==> config.mk <==
export PLATFORM = sky130hd
export DESIGN_NAME = store_write_buffer
export DESIGN_NICKNAME = d
export VERILOG_FILES = /design/src/rtl/store_write_buffer.sv
export SDC_FILE = /design/constraint.sdc
export NUM_CORES = 1
export LEC_CHECK = 0
export CORE_UTILIZATION = 30
export CTS_BUF_LIST = sky130_fd_sc_hd__clkbuf_16
export CTS_CLUSTER_DIAMETER = 120
export DETAILED_ROUTE_END_ITERATION = 12
export PLACE_DENSITY = 0.48
export SLEW_MARGIN = 25
export SYNTH_ARGS = -nofsm -noshare
export SYNTH_HDL_FRONTEND = slang
export SYNTH_SLANG_ARGS = --single-unit
==> constraint.sdc <==
create_clock -name clk -period 3.3 [get_ports clk]
set_clock_uncertainty 0.15 [all_clocks]
set_input_delay 0.825 -clock clk [delete_from_list [all_inputs] [get_ports clk]]
set_output_delay 0.825 -clock clk [all_outputs]
set_load 0.02 [all_outputs]
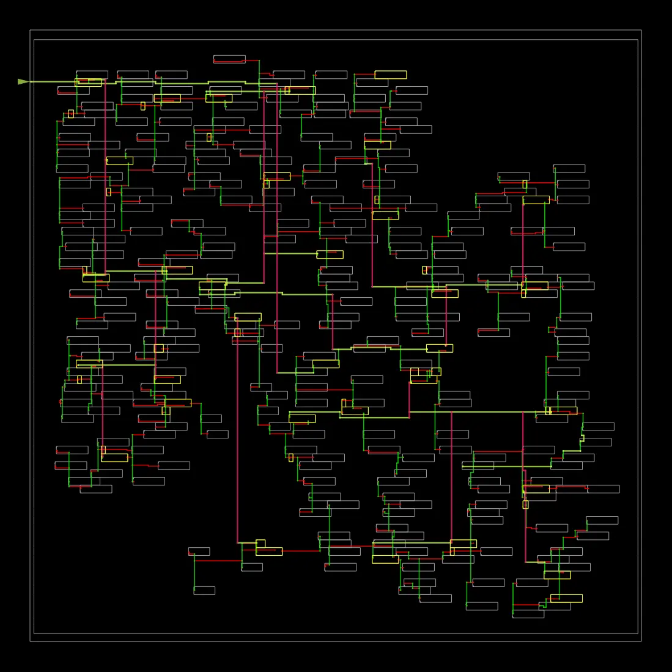
run_1/clock_nets.png
Clock Sinks: 265
clkbuf count: 31
Clock Latency Late Sink: 0.57 ns

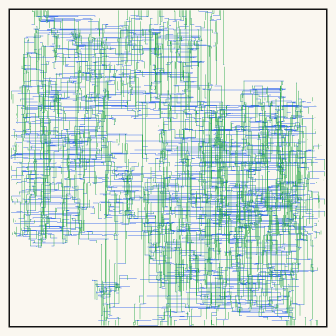
run_1/layers.png
Two of the layers only.
layer	color	wire length
M1	blue	16500 um
M2	green	19500 um
final WL: 38200 um
Total Routing Usage GR: 0.171
Vias: 7970
Routed WL per cell: 21.7 um

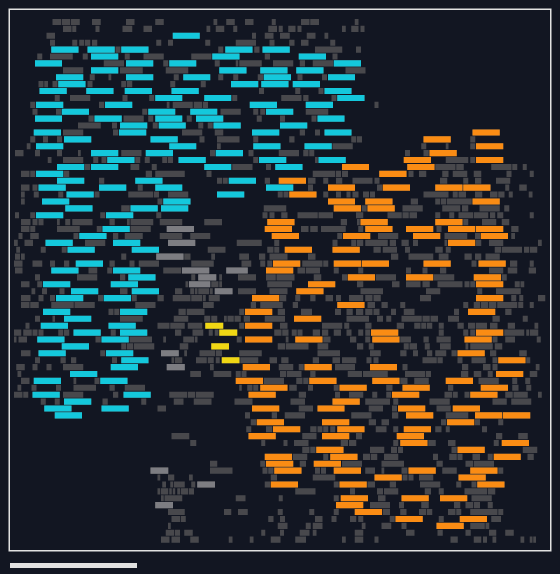
run_1/ff_map.png
Scale bar: 50 um. Other sequential cells in the stronger gray, the rest of the logic in the fainter gray.
signal	color	sequential cells
`addr_q`	orange	120
`data_q`	cyan	128
`valid_q`	yellow	4
not colored	13
utilization after layout: 0.403
FF+latch area: 7840 sq um
Sequential Power: 4.32 mW

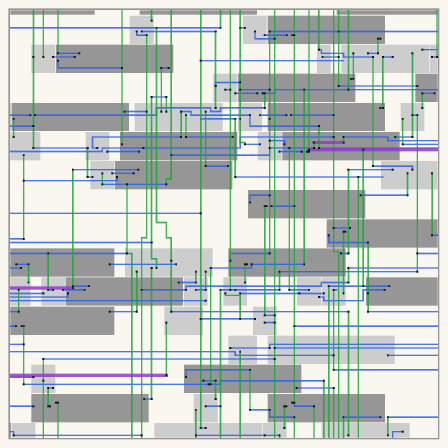
run_1/closeup.png
Window x 33 to 73, y 140 to 180 um. Cells in gray, sequential cells in the stronger gray; small squares are vias.
layer	color
M2	green
M3	purple
M1	blue
sequential cells in the window	18
most frequent	and2_1 (20), edfxtp_1 (18), mux4_2 (5)
cells with their middle in the window	48

==> flow_summary.yaml <==
# generated from flow reports
cells_and_area:
  largest_register_ffs: 128
  dominant_cells: "registers"
  clk_share: 0.0546
  drive_above_1_share: 0.304
  nets: 1227
  final_area_sq_um: 17500
  n_sequential_cell: 265
  buf_share: 0.135
  seq_share: 0.447
  antenna_cells: 0
  layout_top_cell: "and2_1"
  lay_top_cells: "and2_1 (311), edfxtp_1 (252), buf_4 (69)"
  logic_gates: 587
  comb_area_sq_um: 5600
  fin_cells: 1756
  sh_comb_area: 0.320
  inv_count: 11
  num-nonclk-buffers: 250
  fill_cells: 4141
  area_delta_synth_final_pct: 31.5
critical_path:
  crit_family: "simple AND/OR/NAND/NOR gates"
  cp_data_arrival_time_ns: 2.31
  cp.required_ns: 2.32
  path_buffers: 2
  cp.depth: 7
  cp_max_fo: 4
  worstSetupStartpointType: "input port"
  ff2ff_setup_slack_ns: 0.81
  crit_slowest_cell: "dlygate4sd2_1"
  path_class: "input port to output pin"
  cp_common_cell: "nand4_1"
  crit_path_cell_trace: "dlygate4sd2_1, xnor2_1, nand4_1, nor4_2, nand4_1, a41oi_2, buf_6"
  end_kind: "output pin"
  cpPeakStageDelay_ns: 0.30
  reg2reg_depth: 9
floorplanning:
  die_w_um: 213
  die-area_sq_um: 45300
  rows: 76
  ioPinCount: 146
  fp-utilization: 0.307
  dieHeight_um: 213
  fp.coreArea_sq_um: 43500
  taps: 585
yosys:
  ys_sh_mux: 0.107
  syn_area_sq_um: 13300
  ys_sh_adder: 0.00995
  top_area_cell: "edfxtp_1"
  yosys.area.top_type_share: 0.568
  synth.most_common_cell: "and2_1"
  syn_inst: 944
  edf_count: 252
  synth_area_per_cell_sq_um: 14.1
  ys_seq_frac: 0.587
  synthArstFlopShare: 0
  flop_cell: "edfxtp_1"
  ys_warn_count: 0
  ys.flops: 265
  ys_cells: 944
  synth_cell_type_count: 30
  ys_chip_area_sq_um: 13300
  simple_gate_share: 0.175
  ys_sh_aoi: 0.00798
  top_cells_by_area: "edfxtp_1 (57%), and2_1 (15%), mux4_2 (11%)"
  common_cells: "and2_1 (312), edfxtp_1 (252), xnor2_1 (78)"
  ys_sh_xor: 0.0815
  synth.logic.top_family: "simple AND/OR/NAND/NOR gates"
clock_network:
  cts_inserted_buffers: 31
  cts_resized: 263
  cts_setup_buffers: 10
  cts_tree: "built"
  cts_hold_buf: 0
  cts_max_level: 1
  clk_pin_slew_ns: 0.06
  clockBufferDepth: 3
  cts_root_buf: "clkbuf_16"
power:
  clock_power_mw: 3.24
  power.internal_mw: 7.88
  finalPower_mw: 11.5
  p_seq_frac: 0.374
  p_leak_nw: 6.68
  combinationalPowerShare: 0.345
  p_switching_mw: 3.66
  pg_comb_mw: 3.98
  switching_share: 0.317
  p_clk_frac: 0.281
  pwr_density_cell_nw_per_um2: 658
  largestPowerGroup: "registers"
  vdd_drop_max_uv: 431
flow_run:
  warning_count: 38
  maxCapViolCount: 0
global_routing:
  grt_start_max_net_pins: 64
  antenna_found_initial: 0
  grt_pass1_vias: 8436
  grt_use_met1: 0.222
  met2_usage: 0.303
  grt.met3_usage: 0.0250
  grt-busiest-layer: "met2"
  grt_pass1_wl_um: 55900
  grt_overflow: 0
sta:
  rsz0062_at_grt: "yes"
  fin_crit_ns: 3.28
  whs_ns: 0.411
  setup_slack_ns: 0.0194
  setup_violations: 0
  tns_ns: 0
  finalClockPeriodUsage: 0.994
  slew_viol_final: 0
  hold_viol_final: 0
  max_freq_ghz: 0.305
status:
  outcome: "finished clean"
place:
  port_buffers: 139
  dp.cells: 1677
  gp_congestion: 0.829
  place_ws_ns: -0.988
  dpl_cell_area_sq_um: 16000
  dp_hpwl_um: 24100
hold_path:
  whs_path_depth: 2
  hold_class: "flip-flop to flip-flop"
route:
  highest_layer: "met4"
  wl_met3_um: 1510
  route.detailed.drc: 0
  ant_nets: 0
  drt_iter0_drc: 384
  drt-vias-per-instance: 4.54
  drt-met1-wl_um: 16500
  dr_wl_met2_um: 19500
  first_pass_iters: 4
Power is estimated from default activity; no workload was simulated.
